==> src/rtl/store_buffer_pkg.sv <==
// Shared definitions for the store buffer: access-size encodings, size decode and default geometry.
package store_buffer_pkg;

  localparam int unsigned XLEN_DEFAULT = 32;

  localparam int unsigned SB_DEPTH_DEFAULT = 4;

  typedef enum logic [1:0] {
    SZ_B = 2'b00,
    SZ_H = 2'b01,
    SZ_W = 2'b10,
    SZ_D = 2'b11
  } size_e;

  // Byte count of an access from the low two funct3 bits.
  function automatic logic [3:0] size_bytes(input logic [1:0] f3);
    logic [3:0] n;
    case (size_e'(f3))
      SZ_B:    n = 4'd1;
      SZ_H:    n = 4'd2;
      SZ_W:    n = 4'd4;
      default: n = 4'd8;
    endcase
    return n;
  endfunction

endpackage

==> src/rtl/sb_overlap_check.sv <==
// Combinational test of whether two byte spans [addr, addr+size-1] share any byte.
module sb_overlap_check
  import store_buffer_pkg::*;
#(
  parameter int unsigned XLEN = XLEN_DEFAULT
) (
  input  logic [XLEN-1:0] i_addr_a,
  input  logic [1:0]      i_size_a,
  input  logic [XLEN-1:0] i_addr_b,
  input  logic [1:0]      i_size_b,
  output logic            o_overlap
);

  localparam int unsigned AW = XLEN + 1;

  logic [AW-1:0] w_a_lo;
  logic [AW-1:0] w_a_hi;
  logic [AW-1:0] w_b_lo;
  logic [AW-1:0] w_b_hi;

  // One extra bit keeps spans near the top of the address space from wrapping.
  assign w_a_lo = {1'b0, i_addr_a};
  assign w_b_lo = {1'b0, i_addr_b};
  assign w_a_hi = w_a_lo + AW'(size_bytes(i_size_a)) - AW'(1);
  assign w_b_hi = w_b_lo + AW'(size_bytes(i_size_b)) - AW'(1);

  assign o_overlap = (w_a_lo <= w_b_hi) && (w_b_lo <= w_a_hi);

endmodule

==> src/rtl/store_buffer.sv <==
// Circular store buffer in front of a single data-memory port; loads bypass the queue
// unless they overlap a buffered store or the queue is full.
module store_buffer
  import store_buffer_pkg::*;
#(
  parameter int unsigned XLEN  = XLEN_DEFAULT,
  parameter int unsigned DEPTH = SB_DEPTH_DEFAULT
) (
  input  logic            clk,
  input  logic            reset,
  input  logic            st_valid,
  input  logic [XLEN-1:0] st_addr,
  input  logic [63:0]     st_data,
  input  logic [2:0]      st_funct3,
  output logic            st_ready,
  input  logic            ld_valid,
  input  logic [XLEN-1:0] ld_addr,
  input  logic [2:0]      ld_funct3,
  output logic            ld_stall,
  output logic [63:0]     ld_data,
  output logic            fence_done,
  output logic [XLEN-1:0] mem_addr,
  output logic [63:0]     mem_write_data,
  output logic [2:0]      mem_funct3,
  output logic            mem_read,
  output logic            mem_write,
  input  logic [63:0]     mem_read_data
);

  localparam int unsigned PTR_W = (DEPTH > 1) ? $clog2(DEPTH) : 1;
  localparam int unsigned CNT_W = $clog2(DEPTH + 1);

  logic [PTR_W-1:0] r_head;
  logic [PTR_W-1:0] r_tail;
  logic [CNT_W-1:0] r_count;
  logic [DEPTH-1:0] r_valid;
  logic [XLEN-1:0]  r_addr [DEPTH];
  logic [63:0]      r_data [DEPTH];
  logic [1:0]       r_size [DEPTH];

  logic [DEPTH-1:0] w_ovl;
  logic [DEPTH-1:0] w_hit;
  logic             w_full;
  logic             w_empty;
  logic             w_conflict;
  logic             w_ld_issue;
  logic             w_drain;
  logic             w_enq;
  logic             w_unused_f3;

  // Stores carry only their size; the sign bit of funct3 has no meaning for a write.
  assign w_unused_f3 = st_funct3[2];

  for (genvar gi = 0; gi < DEPTH; gi++) begin : g_ovl
    sb_overlap_check #(.XLEN(XLEN)) u_ovl (
      .i_addr_a  (ld_addr),
      .i_size_a  (ld_funct3[1:0]),
      .i_addr_b  (r_addr[gi]),
      .i_size_b  (r_size[gi]),
      .o_overlap (w_ovl[gi])
    );
  end

  assign w_hit      = w_ovl & r_valid;
  assign w_full     = (r_count == CNT_W'(DEPTH));
  assign w_empty    = (r_count == '0);
  assign w_conflict = ld_valid && (|w_hit);

  // Reset forces the idle view: loads pass straight through, nothing drains.
  assign w_ld_issue = ld_valid && (reset || (!w_conflict && !w_full));
  assign w_drain    = !reset && !w_ld_issue && !w_empty;
  assign w_enq      = !reset && st_valid && !w_full;

  assign st_ready   = reset || !w_full;
  assign ld_stall   = ld_valid && !w_ld_issue;
  assign ld_data    = mem_read_data;
  assign fence_done = reset || w_empty;

  always_comb begin
    mem_read       = w_ld_issue;
    mem_write      = w_drain;
    mem_addr       = '0;
    mem_write_data = '0;
    mem_funct3     = '0;
    if (w_ld_issue) begin
      mem_addr   = ld_addr;
      mem_funct3 = ld_funct3;
    end else if (w_drain) begin
      mem_addr       = r_addr[r_head];
      mem_write_data = r_data[r_head];
      mem_funct3     = {1'b0, r_size[r_head]};
    end
  end

  always_ff @(posedge clk) begin
    if (reset) begin
      r_head  <= '0;
      r_tail  <= '0;
      r_count <= '0;
      r_valid <= '0;
    end else begin
      if (w_enq) begin
        r_valid[r_tail] <= 1'b1;
        r_tail          <= r_tail + PTR_W'(1);
      end
      if (w_drain) begin
        r_valid[r_head] <= 1'b0;
        r_head          <= r_head + PTR_W'(1);
      end
      if (w_enq && !w_drain) begin
        r_count <= r_count + CNT_W'(1);
      end else if (!w_enq && w_drain) begin
        r_count <= r_count - CNT_W'(1);
      end
    end
  end

  // Payload needs no reset; occupancy is tracked by r_valid.
  always_ff @(posedge clk) begin
    if (w_enq) begin
      r_addr[r_tail] <= st_addr;
      r_data[r_tail] <= st_data;
      r_size[r_tail] <= st_funct3[1:0];
    end
  end

endmodule

==> config.mk <==
export PLATFORM = sky130hd
export DESIGN_NAME = store_buffer
export DESIGN_NICKNAME = d
export VERILOG_FILES = /design/src/rtl/store_buffer_pkg.sv /design/src/rtl/sb_overlap_check.sv /design/src/rtl/store_buffer.sv
export SDC_FILE = /design/constraint.sdc
export NUM_CORES = 1
export LEC_CHECK = 0
export CORE_UTILIZATION = 55
export CTS_CLUSTER_DIAMETER = 80
export DETAILED_ROUTE_END_ITERATION = 12
export GPL_TIMING_DRIVEN = 0
export PLACE_DENSITY = 0.8
export SLEW_MARGIN = 15
export SYNTH_ARGS = -nofsm -noshare
export SYNTH_HDL_FRONTEND = slang
export SYNTH_SLANG_ARGS = --single-unit
==> constraint.sdc <==
create_clock -name clk -period 37.8 [get_ports clk]
set_input_delay 11.34 -clock clk [delete_from_list [all_inputs] [get_ports clk]]
set_output_delay 11.34 -clock clk [all_outputs]
set_load 0.03 [all_outputs]
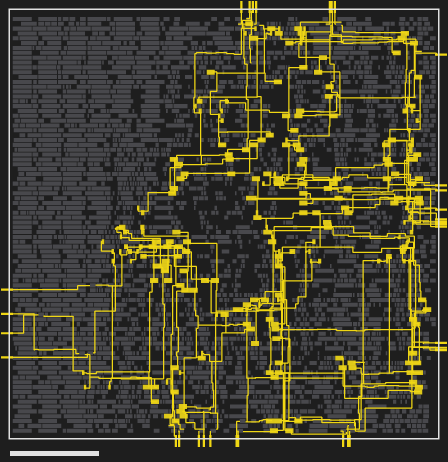
*I/O nets highlighted*
Bar = 50 microns.
color	port	bits	direction	end cells	buffers	wire
yellow	ld_addr	32	input	247	32	7030 microns
Port-buffer cells: 304
Ports: 370

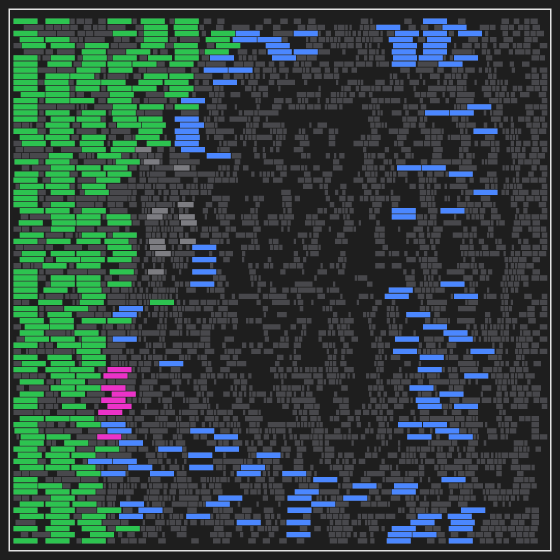
*Sequential cells grouped by signal name*
Other sequential cells in the stronger gray, the rest of the logic in the fainter gray.
color	name in the netlist	sequential cells
magenta	r_size	8
green	r_data	256
blue	r_addr	128

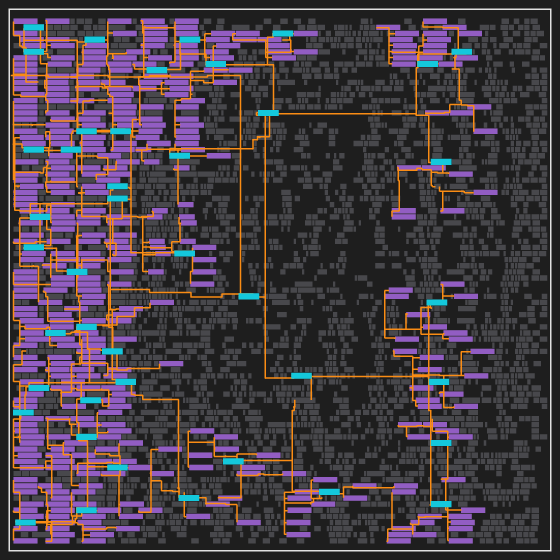
*Routed clock nets over the placement*
[purple] flip-flops | count: 405
[cyan] cells driving clock nets | count: 42
[orange] clock wires | length: 4950 microns
flops lie	spread over the die

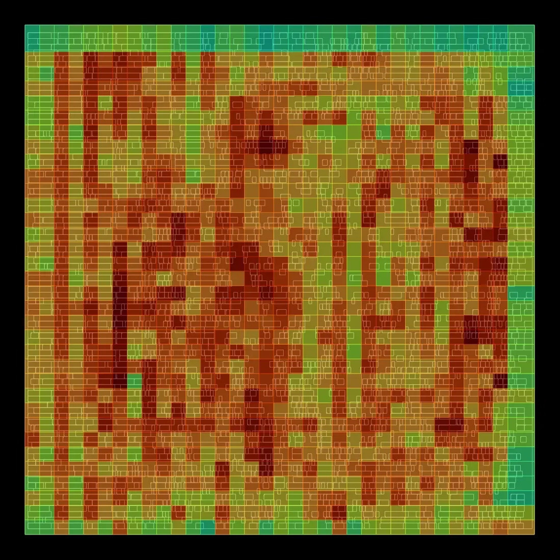
*Congestion heat map*
GR Util met3: 8.01%
Final Core Density: 66.1%
All-Layer GR Usage: 38.9%
Global Route met2 Usage: 63.6%
Top Usage Layer GRT: met2

==> ci_impl_report.md <==
### Yosys + OpenROAD results

| Metric | Value |
|---|---|
| Worst Clk Skew | `0.0338 ns` |
| Yosys cell types | `88` |
| CP endpoint kind | `output pin` |
| Logic area | `17400 sq um` |
| CP delay by family, top | `AND-OR/OR-AND gates` |
| Data arrival, critical path | `21.30 ns` |
| Comb/total area | `47.4%` |
| 1st-pass router iterations | `5` |
| Most frequent cells in the layout | `ha_1, edfxtp_1, clkdlybuf4s50_1` |
| Yosys adder share | `17.7%` |
| Worst-Margin Slew | `1.32 ns` |
| P per Cell Area | `50.3 nW/um^2` |
| Dominant flop cell | `edfxtp_1` |
| Cells after synthesis | `2915` |
| # clk buffers | `53` |
| Hold EP | `r_valid[0]$_SDFF_PP0_` |
| Critical-path top delay cell | `clkdlybuf4s50_1` |
| Hold Violations, Final | `0` |
| Met2 wire length | `52100 microns` |
| Vias in the first global route | `26.2k` |
| Synth area leader | `edfxtp_1` |
| CTS sink cnt | `405` |
| WL per Instance | `27.6 microns` |
| Floorplan Utilization | `56.1%` |
| RSZ-0062 raised after global routing | `no` |
| Buffer share of cell area | `11.0%` |
| Largest class | `combinational gates` |
| Tool warnings | `33` |
| HP Class | `flop to flop` |
| Mi-comb count | `2105` |
| Routed Antenna Nets | `0` |
| Top cells by area | `edfxtp_1, ha_1, mux4_2, a21oi_1, inv_1` |
| Clock Pin Slew Worst Setup and Hold Paths | `0.06 ns` |
| Critical path origin | `ld_addr[1]` |
| Pin count of the biggest net entering global routing | `49` |
| GP Congestion | `1.02` |
| Core Rows | `86` |
| Top Registers | `r_data (256), r_addr (128), r_size (8)` |
| Synth flops | `405` |
| WL met3 | `10700 microns` |
| YS chip area | `31200 sq um` |
| Place WS | `5.55 ns` |
| H-tree levels | `2` |
| Cell with the most instances after synthesis | `ha_1` |
| Top logic family | `adder cells` |
| Status | `finished, final reports clean` |
| Core area | `55600 sq um` |
| Antenna violations before repair | `6` |
| Commonest cells post-synth | `ha_1, edfxtp_1, inv_1` |
| Flip-flops with a built-in enable | `392` |
| Hold Path Depth | `2` |
| Sequential share of cell area | `32.7%` |
| Clk latency late pin | `0.60 ns` |
| Syn_nets | `3555` |
| Non-clock buffer count | `452` |
| GRT overflow | `0` |
| DPL Wire Length | `87000 microns` |
| Syn Std Cell Area | `31200 sq um` |
| Synth warnings | `0` |
| M1 wire length | `42600 microns` |
| Top sig layer | `met5` |
| Registers | `405` |
| Post-CTS Setup Bufs | `0` |
| Syn-to-layout area delta | `17.8%` |
| Crit Reg-Reg Endpoint | `r_count[1]$_SDFFE_PP0P_` |
| Reg2reg path depth | `33` |
| Syn avg cell area | `10.7 sq um` |
| Detailed-route wire length | `112000 microns` |
| Ao+oa area frac | `15.6%` |
| Peak VDD IR | `0.0541 mV` |
| Via Count | `26.3k` |
| Origin of the worst min-delay path | `r_valid[0]$_SDFF_PP0_` |
| Post-route setup slack | `5.16 ns` |
| Die x size | `240 microns` |
| TritonCTS clock tree | `done` |
| Share of the synthesized area in the top cell type | `37.7%` |
| CP max stage delay | `0.83 ns` |
| Met1 Resource Use GR | `48.4%` |
[worst register-to-register path: cells and delay by family (launching register included)]
kind / cells / cell delay (ns)
compound gates: 14 / 4.03
fa+ha+maj: 6 / 1.85
simple gates: 7 / 1.82
buf+inv: 4 / 0.68
flops: 1 / 0.44
mux: 1 / 0.17
xor+xnor: 1 / 0.09
[per-stage QoR]
stage / instance area (sq um) / power [mW] / hold WS (ns)
after CTS: 36800 / 1.83 / 0.519
final: 36800 / 1.85 / 0.533
after global routing: 36800 / 1.92 / 0.547
after floorplan: 31200 / 1.10 / 0.467
after detailed placement: 35500 / 1.42 / 0.511
after global placement: 35200 / 1.40 / 0.477
[power breakdown]
group / internal (mW) / switching [mW]
clock: 0.224 / 0.181
sequential: 0.526 / 0.0174
combinational: 0.346 / 0.555
total: 1.10 / 0.753
Power is estimated from default activity; no workload was simulated.
